Fig. 1: metal 2
Bar = 20 um.
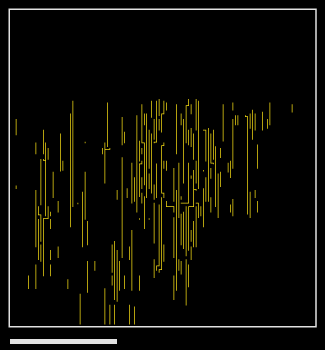
Fig. 2: track usage over the die
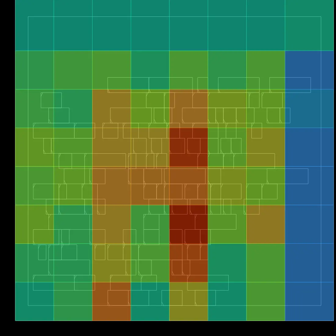
Fig. 3: met3 routing
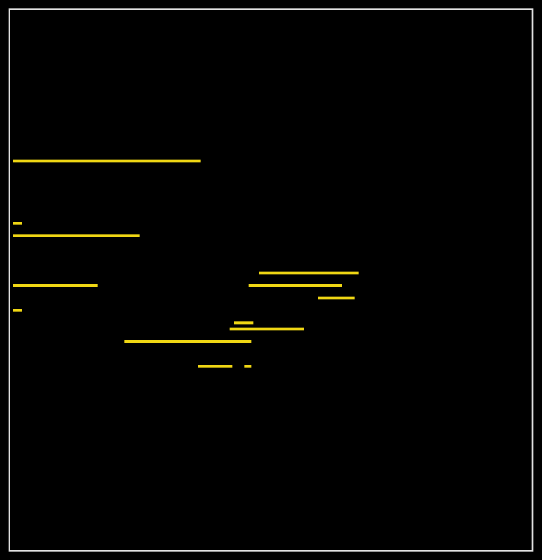
Fig. 4: selected gate families
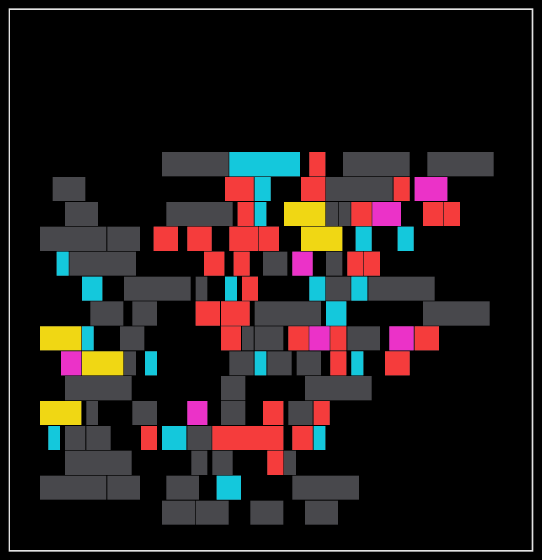
Fig. 5: where the registers sit
Bar = 20 um. Other sequential cells in the stronger grey, the rest of the logic in the fainter grey.
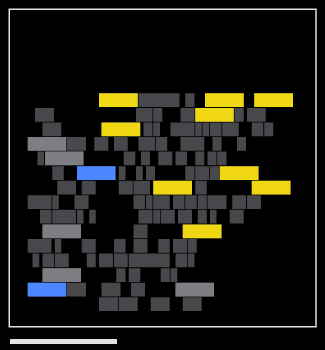
## src/rtl/boa_pmu_seq_if.sv

```systemverilog
// ---------------------------------------------------------------------------
// pmu_bus
// Request lines carried from the CPU-side PMU peripheral to the power/reset
// sequencer. Both lines are levels, one bit each.
//   rst  : CPU asks for a system reset
//   shdn : CPU asks for a drain-then-power-off shutdown
// Modports:
//   PMU : sequencer side, reads the requests
//   CPU : peripheral side, drives the requests
// ---------------------------------------------------------------------------
interface pmu_bus;
  logic rst;
  logic shdn;

  modport PMU (input rst, input shdn);
  modport CPU (output rst, output shdn);
endinterface

```

## src/rtl/boa_pmu_seq.sv

```systemverilog
// ---------------------------------------------------------------------------
// boa_pmu_seq
// Power/reset sequencer on the PMU side of the power management bus.
// It stretches every reset cause to a fixed RST_CYCLES-wide sys_rst pulse
// and runs a drain-then-power-off shutdown. A shutdown waits for the CPU and
// bus to go idle, or gives up after DRAIN_TIMEOUT cycles. Once off, the
// sequencer stays off until an external wake.
//
// Parameters:
//   RST_CYCLES    : cycles sys_rst is held after any reset cause (>= 1)
//   DRAIN_TIMEOUT : maximum cycles spent waiting for idle (>= 1)
//
// Ports:
//   clk      : clock
//   rst      : synchronous reset, active-high, overrides every state
//   pmb      : pmu_bus.PMU, rst/shdn request levels from the CPU
//   idle     : CPU/bus quiescent, no outstanding transactions
//   wake     : external wake request (level), honoured only when off
//   sys_rst  : system reset to core and peripherals, active-high
//   cpu_halt : stall the CPU pipeline
//   pwr_off  : power-off request to the board regulator
//   drain_to : sticky, last shutdown ended by timeout rather than by idle
//   busy     : sequencer is anywhere other than RUN
//
// All outputs come straight from flops, so there is no combinational path
// from any input to any output.
// ---------------------------------------------------------------------------
module boa_pmu_seq #(
  parameter int RST_CYCLES    = 16,
  parameter int DRAIN_TIMEOUT = 256
) (
  input  logic clk,
  input  logic rst,
  pmu_bus.PMU  pmb,
  input  logic idle,
  input  logic wake,
  output logic sys_rst,
  output logic cpu_halt,
  output logic pwr_off,
  output logic drain_to,
  output logic busy
);

  // The counter is shared by the reset stretch and the drain timeout, so it
  // is sized for whichever of the two loads is larger.
  localparam int MAX_CNT = (RST_CYCLES > DRAIN_TIMEOUT) ? RST_CYCLES : DRAIN_TIMEOUT;
  localparam int CW      = $clog2(MAX_CNT + 1);

  localparam logic [CW-1:0] RST_LOAD   = CW'(RST_CYCLES - 1);
  localparam logic [CW-1:0] DRAIN_LOAD = CW'(DRAIN_TIMEOUT - 1);
  localparam logic [CW-1:0] CNT_ZERO   = '0;
  localparam logic [CW-1:0] CNT_ONE    = CW'(1);

  typedef enum logic [1:0] {
    ST_RST_HOLD = 2'd0,
    ST_RUN      = 2'd1,
    ST_DRAIN    = 2'd2,
    ST_OFF      = 2'd3
  } state_t;

  state_t        state;
  state_t        state_nxt;
  logic [CW-1:0] cnt;
  logic [CW-1:0] cnt_nxt;
  logic          drain_to_nxt;

  // Next-state logic. Each state reacts only to the inputs it cares about:
  // requests are ignored while reset is being stretched, once a shutdown is
  // committed, and while the core is powered off. In RUN a reset request
  // beats a shutdown request raised in the same cycle. In DRAIN, idle is
  // checked before the timeout, so a bus that goes quiet on the last count
  // still gives a clean (non-timeout) shutdown.
  always_comb begin
    state_nxt    = state;
    cnt_nxt      = cnt;
    drain_to_nxt = drain_to;

    case (state)
      ST_RST_HOLD: begin
        if (cnt == CNT_ZERO) begin
          state_nxt = ST_RUN;
        end else begin
          cnt_nxt = cnt - CNT_ONE;
        end
      end

      ST_RUN: begin
        if (pmb.rst) begin
          state_nxt = ST_RST_HOLD;
          cnt_nxt   = RST_LOAD;
        end else if (pmb.shdn) begin
          state_nxt = ST_DRAIN;
          cnt_nxt   = DRAIN_LOAD;
        end
      end

      ST_DRAIN: begin
        if (idle) begin
          state_nxt = ST_OFF;
        end else if (cnt == CNT_ZERO) begin
          state_nxt    = ST_OFF;
          drain_to_nxt = 1'b1;
        end else begin
          cnt_nxt = cnt - CNT_ONE;
        end
      end

      ST_OFF: begin
        if (wake) begin
          state_nxt = ST_RST_HOLD;
          cnt_nxt   = RST_LOAD;
        end
      end

      default: begin
        state_nxt = ST_RST_HOLD;
        cnt_nxt   = RST_LOAD;
      end
    endcase
  end

  // State, counter and output registers. The outputs are decoded from the
  // state being entered, so each output flop always equals the Moore decode
  // of the state register while staying a clean flop output. drain_to is
  // cleared only here by rst; wake and later clean shutdowns leave it alone
  // so software can read it after restart.
  always_ff @(posedge clk) begin
    if (rst) begin
      state    <= ST_RST_HOLD;
      cnt      <= RST_LOAD;
      drain_to <= 1'b0;
      sys_rst  <= 1'b1;
      cpu_halt <= 1'b0;
      pwr_off  <= 1'b0;
      busy     <= 1'b1;
    end else begin
      state    <= state_nxt;
      cnt      <= cnt_nxt;
      drain_to <= drain_to_nxt;
      sys_rst  <= (state_nxt == ST_RST_HOLD) || (state_nxt == ST_OFF);
      cpu_halt <= (state_nxt == ST_DRAIN) || (state_nxt == ST_OFF);
      pwr_off  <= (state_nxt == ST_OFF);
      busy     <= (state_nxt != ST_RUN);
    end
  end

endmodule
```

## src/flat_wrapper.sv

```systemverilog
// flat-port wrapper written by rule: the top's interface ports become plain ports
module boa_pmu_seq_flat 
#(
  parameter int RST_CYCLES    = 16,
  parameter int DRAIN_TIMEOUT = 256
)
  (clk, rst, idle, wake, sys_rst, cpu_halt, pwr_off, drain_to, busy, pmb_rst, pmb_shdn);
  pmu_bus pmb_i ();
  input  logic clk;
  input  logic rst;
  input  logic idle;
  input  logic wake;
  output logic sys_rst;
  output logic cpu_halt;
  output logic pwr_off;
  output logic drain_to;
  output logic busy;
  input wire logic [$bits(pmb_i.rst)-1:0] pmb_rst;
  input wire logic [$bits(pmb_i.shdn)-1:0] pmb_shdn;
  assign pmb_i.rst = pmb_rst;
  assign pmb_i.shdn = pmb_shdn;
  boa_pmu_seq #(.RST_CYCLES(RST_CYCLES), .DRAIN_TIMEOUT(DRAIN_TIMEOUT)) u_core (.clk(clk), .rst(rst), .pmb(pmb_i), .idle(idle), .wake(wake), .sys_rst(sys_rst), .cpu_halt(cpu_halt), .pwr_off(pwr_off), .drain_to(drain_to), .busy(busy));
endmodule
```

## config.mk

```make
export PLATFORM = sky130hd
export DESIGN_NAME = boa_pmu_seq_flat
export DESIGN_NICKNAME = d
export VERILOG_FILES = /design/src/rtl/boa_pmu_seq_if.sv /design/src/rtl/boa_pmu_seq.sv /design/src/flat_wrapper.sv
export SDC_FILE = /design/constraint.sdc
export NUM_CORES = 1
export LEC_CHECK = 0
export CAP_MARGIN = 20
export CORE_AREA = 2 2 55 57
export DETAILED_ROUTE_END_ITERATION = 7
export DIE_AREA = 0 0 57 59
export HOLD_SLACK_MARGIN = 0.1
export PLACE_DENSITY = 0.57
export SLEW_MARGIN = 20
export SYNTH_ARGS = -nofsm -noshare
export SYNTH_HDL_FRONTEND = slang
export SYNTH_SLANG_ARGS = --single-unit
```

## constraint.sdc

```tcl
create_clock -name clk -period 2.3 [get_ports clk]
set_input_delay 0.46 -clock clk [delete_from_list [all_inputs] [get_ports clk]]
set_output_delay 0.46 -clock clk [all_outputs]
set_load 0.03 [all_outputs]
```

==> impl_metrics.json <==
{
  "status": "completed",
  "min_to": "u_core.drain_to",
  "ys_cells": 94,
  "postCtsSetupBuffers": 0,
  "yosys_area_um2": 836,
  "hpwlAfterDp_mm": 1.41,
  "comb_cells": 68,
  "p_int_mw": 0.363,
  "maxSlewViolCount": 0,
  "post-route-period-util_pct": 85.0,
  "simple_gate_area_share_pct": 22.9,
  "die_x_um": 57,
  "fp-utilization_pct": 30.8,
  "switching_share_pct": 23.3,
  "ys_top_logic_family": "AND-OR/OR-AND gates",
  "crit_slowest_cell": "clkdlybuf4s50_1",
  "io_pins": 11,
  "dominant_cells": "multi-input combinational cells",
  "yosysSeqAreaShare_pct": 38.3,
  "htreeDepth": 1,
  "hold_viol": 0,
  "aoi_share_pct": 25.9,
  "place.gp.congestion": 0.790,
  "crit_start": "pmb_rst",
  "rrSetupSlack_ns": 0.50,
  "non_clock_buffer_count": 20,
  "hold_class": "flip-flop to flip-flop",
  "ir_drop_v": 0.000284,
  "pwr-share-seq_pct": 61.1,
  "max_slew_margin_pct": 67.2,
  "setup_viol": 0,
  "synth-xor-area-share_pct": 0,
  "antenna_found_initial": 0,
  "synthArstFlopShare_pct": 0,
  "p_clk_share_pct": 30.8,
  "cts_sinks": 16,
  "n_all_inverters": 7,
  "grt-ovfl-total": 0,
  "num-fill-cells": 290
}
Back to the opening pictures, Fig. 1:
main direction: vertical
longest straight run: 21.1 um
share of all routed wire: 46%
met2 Track Usage GR: 21.0%
vias: 770
Routed WL: 1.86 mm

Back to the opening pictures, Fig. 2:
wire per inst: 12.9 um
GRT Util Overall: 13.2%
met3 Usage GRT: 5.24%
most used routing layer: met2

Back to the opening pictures, Fig. 3:
nets with wire on the layer: 10
share of all routed wire: 5.1%

Back to the opening pictures, Fig. 4:
legend:
  red:
    family: aoi and oai cells
    cells: 31
  cyan:
    family: nor cells
    cells: 19
  magenta:
    family: and/or cells
    cells: 7
  yellow:
    family: fa/ha/maj cells
    cells: 5
Non-Filler Instances: 145
highest-count logic cell in the final layout: dfxtp_1

Back to the opening pictures, Fig. 5:
legend:
  blue:
    name_in_the_netlist: `u_core.state`
    placed_flops: 2
  yellow:
    name_in_the_netlist: `u_core.cnt`
    placed_flops: 9
final core utilization: 38.9%
Seq power: 0.289 mW
Flop area: 320 um^2
flop share of the area: 30.4%

[metal layers]
layer  wire length, um  GRT usage (%)
met5                 0              0
met4                31           6.64
met3                95           5.24
met2               865           21.0
met1               872           15.5
[synthesized netlist by cell type, drive strengths merged, types with 3 or more instances]
cell type / count
dfxtp: 16
a31oi: 9
nor2: 9
a21oi: 7
inv: 7
o21ai: 6
ha: 5
nor3: 5
o31ai: 4
nand3: 3
o311ai: 3
[flip-flops by register name (all words and copies together) (netlist names)]
signal,flops
u_core.state,2
u_core.cnt,9
u_core.busy,1
u_core.drain_to,1
u_core.pwr_off,1
u_core.cpu_halt,1
u_core.sys_rst,1
[worst max path at each step]
stage                     slack [ns]  cells after the start        endpoint
after floorplan                 0.40                      5  u_core.sys_rst
after global placement          0.06                      6  u_core.sys_rst
after detailed placement        0.04                      6  u_core.sys_rst
after CTS                       0.35                      6  u_core.sys_rst
after global routing            0.27                      6  u_core.sys_rst
final                           0.34                      6  u_core.sys_rst
[power groups by stage]
stage	clock [mW]	combinational (mW)	sequential, mW
after detailed placement	0	0.0385	0.295
after CTS	0.151	0.0386	0.289
final	0.146	0.0384	0.289
after floorplan	0	0.0189	0.293
after global placement	0	0.0374	0.295
after global routing	0.169	0.0428	0.290
[stage by stage]
stage                     hold slack (ns)  area, um^2  std cells
after CTS                           0.498        1050        145
after floorplan                     0.451         836         94
after global routing                0.520        1050        145
after detailed placement            0.475        1030        142
after global placement              0.452        1030        142
final                               0.487        1050        145
[cells by family after synthesis]
kind of cell | Yosys count
flip-flops | 16
AND/OR/NAND/NOR | 31
adder cells (fa/ha/maj) | 5
AND-OR/OR-AND | 32
buffers and inverters | 10
[critical path, delay by kind of cell]
family,cells,cell delay [ns]
compound gates,1,0.20
fa+ha+maj,1,0.28
buf+inv,1,0.42
simple gates,3,0.76
Power is estimated from default activity; no workload was simulated.
